## config.mk

```make
export PLATFORM = sky130hd
export DESIGN_NAME = seq_mul
export DESIGN_NICKNAME = d
export VERILOG_FILES = /design/src/rtl/seq_mul.sv
export SDC_FILE = /design/constraint.sdc
export NUM_CORES = 1
export LEC_CHECK = 0
export ABC_AREA = 0
export CAP_MARGIN = 30
export CORE_ASPECT_RATIO = 1.1
export CORE_MARGIN = 1
export CORE_UTILIZATION = 45
export DETAILED_ROUTE_END_ITERATION = 10
export PLACE_DENSITY = 0.73
export SYNTH_ARGS = -nofsm -noshare
export SYNTH_HDL_FRONTEND = slang
export SYNTH_SLANG_ARGS = --single-unit
```

## constraint.sdc

```tcl
create_clock -name clk -period 3.85 [get_ports clk]
set_clock_uncertainty 0.2 [all_clocks]
set_input_delay 0.5775 -clock clk [delete_from_list [all_inputs] [get_ports clk]]
set_output_delay 0.5775 -clock clk [all_outputs]
set_load 0.005 [all_outputs]
```

## src/rtl/seq_mul.sv

```systemverilog
// -----------------------------------------------------------------------------
// seq_mul
//
// Iterative shift-and-add integer multiplier. One partial product is added per
// clock, so a WIDTH x WIDTH multiply takes WIDTH+1 edges from the accepting
// edge to the done pulse. Signed operation is done on magnitudes; the sign of
// the result is applied in a single final step.
//
// Ports:
//   clk    in   1        clock, all state updates on the rising edge
//   rst_n  in   1        synchronous active-low reset
//   start  in   1        request, sampled only while busy=0
//   sgn    in   1        1 = two's-complement operands, 0 = unsigned
//   a      in   WIDTH    multiplicand, sampled with start
//   b      in   WIDTH    multiplier, sampled with start
//   busy   out  1        high while an operation is in progress
//   done   out  1        one-cycle pulse, p valid from this cycle
//   p      out  2*WIDTH  product, held until the next completion or reset
// -----------------------------------------------------------------------------
module seq_mul #(
    parameter int WIDTH = 32
) (
    input  logic                 clk,
    input  logic                 rst_n,
    input  logic                 start,
    input  logic                 sgn,
    input  logic [WIDTH-1:0]     a,
    input  logic [WIDTH-1:0]     b,
    output logic                 busy,
    output logic                 done,
    output logic [2*WIDTH-1:0]   p
);

    localparam int CW = $clog2(WIDTH + 1);

    typedef enum logic [1:0] {
        S_IDLE = 2'd0,
        S_RUN  = 2'd1,
        S_FIX  = 2'd2
    } state_t;

    state_t               state_q, state_d;
    logic [2*WIDTH-1:0]   mcand_q, mcand_d;    // multiplicand, shifted left each step
    logic [WIDTH-1:0]     mplier_q, mplier_d;  // multiplier, shifted right each step
    logic [2*WIDTH-1:0]   acc_q, acc_d;
    logic                 neg_q, neg_d;
    logic [CW-1:0]        cnt_q, cnt_d;
    logic [2*WIDTH-1:0]   p_q, p_d;
    logic                 done_q, done_d;

    // Operand magnitudes. For the most negative value the negation wraps back
    // to 2^(WIDTH-1), which is exactly the correct unsigned magnitude.
    logic [WIDTH-1:0]     abs_a;
    logic [WIDTH-1:0]     abs_b;

    always_comb begin
        abs_a = (sgn && a[WIDTH-1]) ? (~a + 1'b1) : a;
        abs_b = (sgn && b[WIDTH-1]) ? (~b + 1'b1) : b;
    end

    // State register
    always_ff @(posedge clk) begin
        if (!rst_n) begin
            state_q  <= S_IDLE;
            mcand_q  <= '0;
            mplier_q <= '0;
            acc_q    <= '0;
            neg_q    <= 1'b0;
            cnt_q    <= '0;
            p_q      <= '0;
            done_q   <= 1'b0;
        end else begin
            state_q  <= state_d;
            mcand_q  <= mcand_d;
            mplier_q <= mplier_d;
            acc_q    <= acc_d;
            neg_q    <= neg_d;
            cnt_q    <= cnt_d;
            p_q      <= p_d;
            done_q   <= done_d;
        end
    end

    // Next-state logic
    always_comb begin
        state_d  = state_q;
        mcand_d  = mcand_q;
        mplier_d = mplier_q;
        acc_d    = acc_q;
        neg_d    = neg_q;
        cnt_d    = cnt_q;
        p_d      = p_q;
        done_d   = 1'b0;

        unique case (state_q)
            S_IDLE: begin
                if (start) begin
                    mcand_d  = {{WIDTH{1'b0}}, abs_a};
                    mplier_d = abs_b;
                    neg_d    = sgn & (a[WIDTH-1] ^ b[WIDTH-1]);
                    acc_d    = '0;
                    cnt_d    = CW'(WIDTH);
                    state_d  = S_RUN;
                end
            end

            S_RUN: begin
                if (mplier_q[0]) begin
                    acc_d = acc_q + mcand_q;
                end
                mplier_d = mplier_q >> 1;
                mcand_d  = mcand_q << 1;
                cnt_d    = cnt_q - CW'(1);
                // cnt_q == 1 means this edge performs the last iteration.
                if (cnt_q == CW'(1)) begin
                    state_d = S_FIX;
                end
            end

            S_FIX: begin
                // Negating a zero accumulator yields zero, so no special case.
                p_d     = neg_q ? (~acc_q + 1'b1) : acc_q;
                done_d  = 1'b1;
                state_d = S_IDLE;
            end

            default: begin
                state_d = S_IDLE;
            end
        endcase
    end

    assign busy = (state_q != S_IDLE);
    assign done = done_q;
    assign p    = p_q;

endmodule

```

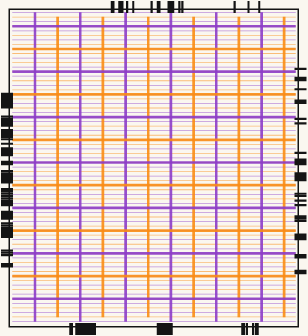
*Supply network, run 1*
Pins as bars on the die edge.
VSS -> purple
VDD -> orange
signal pins = 134
met5 straps = 13
rows = 68
worst IR drop on VDD: 0.000276 V
die height: 189 µm

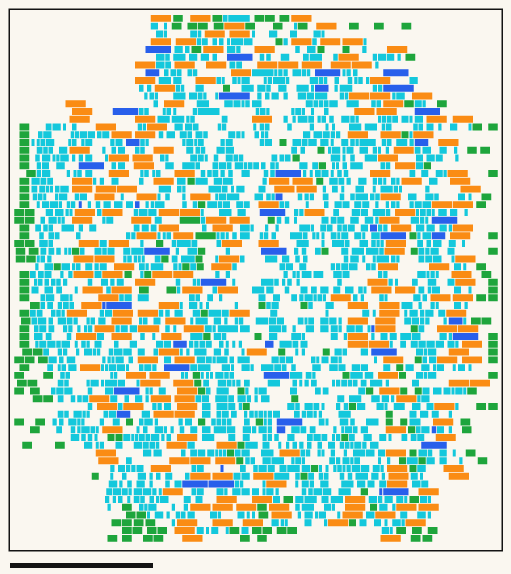
*Placed cells, one color a class, run 1*
Scale bar: 50 µm.
sequential cells -> orange  # cells 234
combinational and other logic -> cyan  # cells 1491
remaining buffers and delay cells -> green  # cells 207
clock drivers and dummy loads -> blue  # cells 46
standard cell core area: 31400 µm²
floorplan row count: 68
Seq area share: 0.271
final core utilization: 0.551
Design Area, Final: 17300 µm²

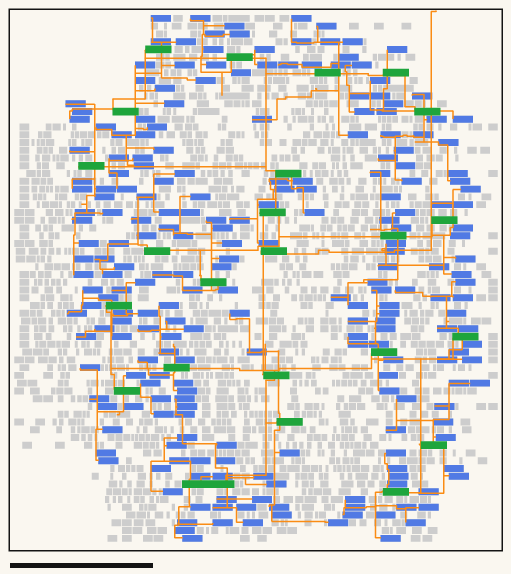
*Clock wires, drivers and flops, run 1*
Scale bar: 50 µm.
clock wires -> orange  # length 3000 µm
clock drivers -> green  # count 25
flip-flops -> blue  # count 234
flops lie = spread over the die
routed clock nets = 26
latest clock arrival within the worst-skew pair: 0.54 ns
clock share of power: 0.426
clock network power: 0.00249 W

==> notes.md, run 1 <==
run metrics: status finished clean, final tally of setup violations 0, most area-hungry cell type in the Yosys netlist dfxtp_1, half-perimeter wire length after detailed placement 29200 µm, number of antenna violations at the first check in global routing 0, Nets 2096, Cell Area, Synth 14300 µm², Filler Cell Count 2909, pre-CTS setup slack -0.223 ns, maximum number of pins on one net before global-route repair 105, pin slew with the least headroom to its limit 0.898 ns, maximum clock insertion buffer count 3, Yosys cell types 68, post-synthesis async set-or-reset flop share 0, DRC violation total after the first TritonRoute iteration 1040, area growth from synthesis to final layout 20.6%, root buffer cell clkbuf_16, net count after synthesis 1982, yosys cell count 1845, most frequent cell after synthesis dfxtp_1, Syn. warnings 0
[run 1: worst max path at each step]
stage	depth (start not counted)	start	to	slack [ns]
4_1_cts	9	acc_q[16]	p[53]	-0.02
3_3_place_gp	9	acc_q[16]	p[59]	-0.17
3_5_place_dp	9	acc_q[16]	p[51]	-0.22
2_1_floorplan	11	acc_q[16]	p[51]	-0.02
5_1_grt	9	acc_q[16]	p[53]	-0.05
6_report	9	acc_q[16]	p[51]	0.02
[run 1: state kept, by name (all words and copies together) (netlist names)]
signal / cells
acc_q: 64
mcand_q: 64
p: 64
mplier_q: 32
cnt_q: 6
state_q: 2
done: 1
neg_q: 1
[run 1: layout make-up]
cell class              count  area (µm²)  area share
multi-input cells        1459        9200       0.532
flip-flops and latches    234        4690       0.271
repair buffers            207        1910       0.110
clock buffers              38         754      0.0436
well taps                 420         526      0.0304
inverters                  32         125     0.00723
clock inverters             8         103     0.00593
[run 1: kinds of logic (layout without fill, tap and decap cells)]
family                     after synthesis  after routing  share of synthesized area
buffers and inverters                  152            285                     0.0404
muxes                                    2              2                    0.00140
adders and majority gates               69             69                     0.0607
DFF                                    234            234                      0.327
xor gates and xnor gates               166            166                      0.101
and+or+nand+nor                        584            584                      0.189
AOI/OAI and AO/OA                      638            638                      0.281
[run 1: critical path: stages (launching register included)]
cell and delay, ns:
dfxtp_1 0.31, or4_4 0.53, or3_4 0.35, or4_4 0.50, or3_4 0.40, or4_4 0.45
or3_4 0.46, o31ai_2 0.26, xor2_1 0.18, a21oi_1 0.08
[run 1: stage by stage]
stage	utilization	cells	area [µm²]
2_1_floorplan	-	1845	14300
3_3_place_gp	0.521	2351	16400
3_5_place_dp	0.521	2351	16400
4_1_cts	0.549	2397	17200
5_1_grt	0.551	2398	17300
6_report	0.551	2398	17300
[run 1: power groups by stage]
| stage | logic (W) | clock network (W) | registers [W] |
|---|---|---|---|
| after global placement | 0.000745 | 0 | 0.00262 |
| final | 0.000775 | 0.00249 | 0.00258 |
| after detailed placement | 0.000758 | 0 | 0.00263 |
| after global routing | 0.000856 | 0.00263 | 0.00258 |
| after floorplan | 0.000497 | 0 | 0.00259 |
| after CTS | 0.000767 | 0.00253 | 0.00257 |
[run 1: metal layers]
layer	vias to the layer above	wire, µm	GRT usage
li1	6951	-	-
met1	6462	18500	0.334
met2	356	18400	0.393
met3	44	2100	0.0255
met4	0	624	0.0602
met5	-	0	0
[run 1: placed cells by master, fill, tap and decap left out, types with 15 or more instances in the layout]
master / n
clkdlybuf4s50_1: 133
dfxtp_1: 233
clkbuf_16: 25
nor3_1: 25
and3_1: 16
a31oi_1: 15
nand3_1: 60
nand2_1: 207
xor2_1: 99
buf_4: 72
a21o_1: 35
a22oi_1: 85
nor2_1: 146
a211oi_1: 60
o31ai_1: 24
nor4_1: 15
inv_1: 31
nand4_1: 16
a21oi_1: 208
o21ai_0: 121
or3_1: 26
xnor2_1: 67
ha_1: 68
[run 1: timing repair]
item / CTS / global route
setup buffers: 0 / 1
pin swaps: 1 / 5
endpoints found under the setup margin: 7 / 16
gates resized: 6 / 15
## Run 2: what changed since run 1
- SLEW_MARGIN: default -> 10
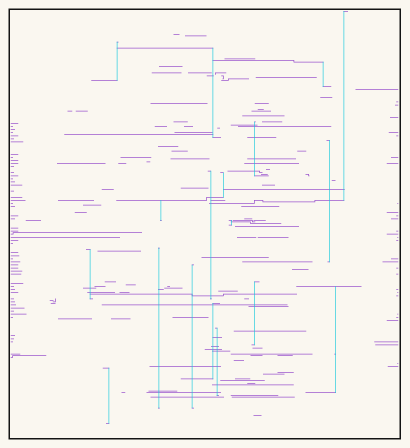
*Wiring by layer, run 2*
Two of the layers only.
metal 3 -> purple  # wire length 2110 µm
metal 4 -> cyan  # wire length 625 µm
Routed WL per cell: 16.5 µm
Detailed Route WL: 39600 µm
global-route total usage across every layer: 0.240
number of vias after detailed routing: 13800

==> run 2 against run 1 <==
Die area stayed put. Synthesized area unchanged. Combinational power about the same. Register-to-register slack about the same. Clock power hardly changed. Design area unchanged. Via count unchanged. Routed wire length unchanged. Worst hold slack stayed put. Largest cell class unchanged. Highest routed layer unchanged.
==> notes.md, run 2 <==
run metrics: status finished clean (unchanged), most frequent logic cells in the routed design dfxtp_1, a21oi_1, nand2_1, nor2_1, clkdlybuf4s50_1 (unchanged), net count after synthesis 1982 (unchanged), highest-delay cell along the critical path or4_4 (unchanged), most area-hungry cell type in the Yosys netlist dfxtp_1 (unchanged), root buffer cell clkbuf_16 (unchanged), most frequent cell after synthesis dfxtp_1 (unchanged), maximum clock insertion buffer count 3 (unchanged), Slew Limit Headroom 0.400 (unchanged), count of placed standard cells including taps 2351 (unchanged), clock share of power 0.426 (about the same), post-synthesis async set-or-reset flop share 0 (unchanged), die height 189 µm (unchanged), fin cells 2398 (unchanged), maximum cell stage delay along the critical path 0.53 ns (about the same), Antenna diodes 0 (unchanged), maximum number of pins on one net before global-route repair 105 (unchanged), MUX share of area 0.00140 (unchanged), worst IR drop on VDD 0.000276 V (unchanged), pin slew with the least headroom to its limit 0.898 ns (unchanged), final tally of setup violations 0 (unchanged), number of warnings the tools reported 32 (unchanged), standard cell core area 31400 µm² (unchanged), area reported by Yosys stat 14300 µm² (unchanged), DRC violation total after the first TritonRoute iteration 1040 (unchanged), Post-Synth Simple-Gate Area 0.189 (unchanged), number of antenna violations at the first check in global routing 0 (unchanged), buffer-and-inverter tally for the worst setup path 0 (unchanged), Syn. warnings 0 (unchanged), yosys cell count 1845 (unchanged), Cell Area, Synth 14300 µm² (unchanged), Fmax 0.261 GHz (unchanged), Nets 2096 (unchanged), number of sinks on the clock net 234 (unchanged), share of synthesized cell area in full adder, half adder and majority cells 0.0607 (unchanged), area growth from synthesis to final layout 20.6% (unchanged), dominant delay contributor by cell family on the critical path simple AND/OR/NAND/NOR gates (unchanged), Yosys cell types 68 (unchanged), Max-Cap Viols 0 (unchanged), sequential element share of the synthesized area 0.327 (unchanged), clock slew seen by the registers of the worst setup and hold paths 0.07 ns (about the same), xor/xnor share of the synthesized area 0.101 (unchanged), Compound Share, Synth 0.281 (unchanged), dominant kind of combinational cell AND-OR/OR-AND gates (unchanged), floorplan row count 68 (unchanged), most common logic cell in the routed design dfxtp_1 (unchanged), half-perimeter wire length after detailed placement 29200 µm (unchanged), latest clock arrival within the worst-skew pair 0.54 ns (about the same)
-- run 2: cell counts after synthesis --
Identical to the previous run, type by type.
-- run 2: cell families after synthesis --
family / Yosys count
xor gates and xnor gates: 166
buffers and inverters: 152
AOI/OAI and AO/OA: 638
and+or+nand+nor: 584
adders and majority gates: 69
muxes: 2
DFF: 234
-- run 2: cell type report --
cell class	count	area (µm²)
Fill cell	2909	14100
Clock inverter	8	103
Multi-Input combinational cell	1459	9200
Timing Repair Buffer	207	1910
Inverter	32	125
Clock buffer	38	754
Sequential cell	234	4690
Tap cell	420	526
-- run 2: metrics by stage --
stage | worst slack [ns] | instance area, µm² | utilization | hold slack [ns] | TNS (ns)
floorplan | -0.0186 | 14300 | - | 0.232 | -0.0929
global placement | -0.168 | 16400 | 0.521 | 0.237 | -0.893
detailed placement | -0.223 | 16400 | 0.521 | 0.252 | -1.05
CTS | -0.0182 | 17200 | 0.549 | 0.260 | -0.0402
global route | -0.0483 | 17300 | 0.551 | 0.283 | -0.229
finish | 0.0226 | 17300 | 0.551 | 0.256 | 0
-- run 2: per-layer routing --
layer | share of wire | GRT usage
met1 | 0.47 | 0.334
met2 | 0.46 | 0.393
met3 | 0.053 | 0.0255
met4 | 0.016 | 0.0602
met5 | 0 | 0
-- run 2: what timing repair did --
action | CTS | global route
endpoints found under the setup margin | 7 | 16
gates cloned | 0 | 0
pin swaps | 1 | 5
hold endpoints to repair | 0 | 0
resized | 6 | 15
setup buffers | 0 | 1
hold buffers | 0 | 0
-- run 2: power by group through the flow --
stage          registers (W)  clock network (W)  logic, W
2_1_floorplan        0.00259                  0  0.000497
3_3_place_gp         0.00262                  0  0.000745
3_5_place_dp         0.00263                  0  0.000758
4_1_cts              0.00257            0.00253  0.000767
5_1_grt              0.00258            0.00263  0.000856
6_report             0.00258            0.00249  0.000775
-- run 2: final timing paths --
| check | start | endpoint | slack (ns) | depth (start not counted) |
|---|---|---|---|---|
| max reg2reg | acc_q[16] | p[51] | 0.02 | 9 |
| max | acc_q[16] | p[51] | 0.02 | 9 |
| min reg2reg | mplier_q[3] | mplier_q[2] | 0.26 | 2 |
| min | mplier_q[3] | mplier_q[2] | 0.26 | 2 |
-- run 2: worst reg2reg max path: cells and delay by family, from the launching register on --
kind,cells,cell delay (ns)
simple gates,6,2.69
compound gates,2,0.34
flops,1,0.31
xor+xnor,1,0.18
No activity file was given, so power comes from the tool's default toggle rates.
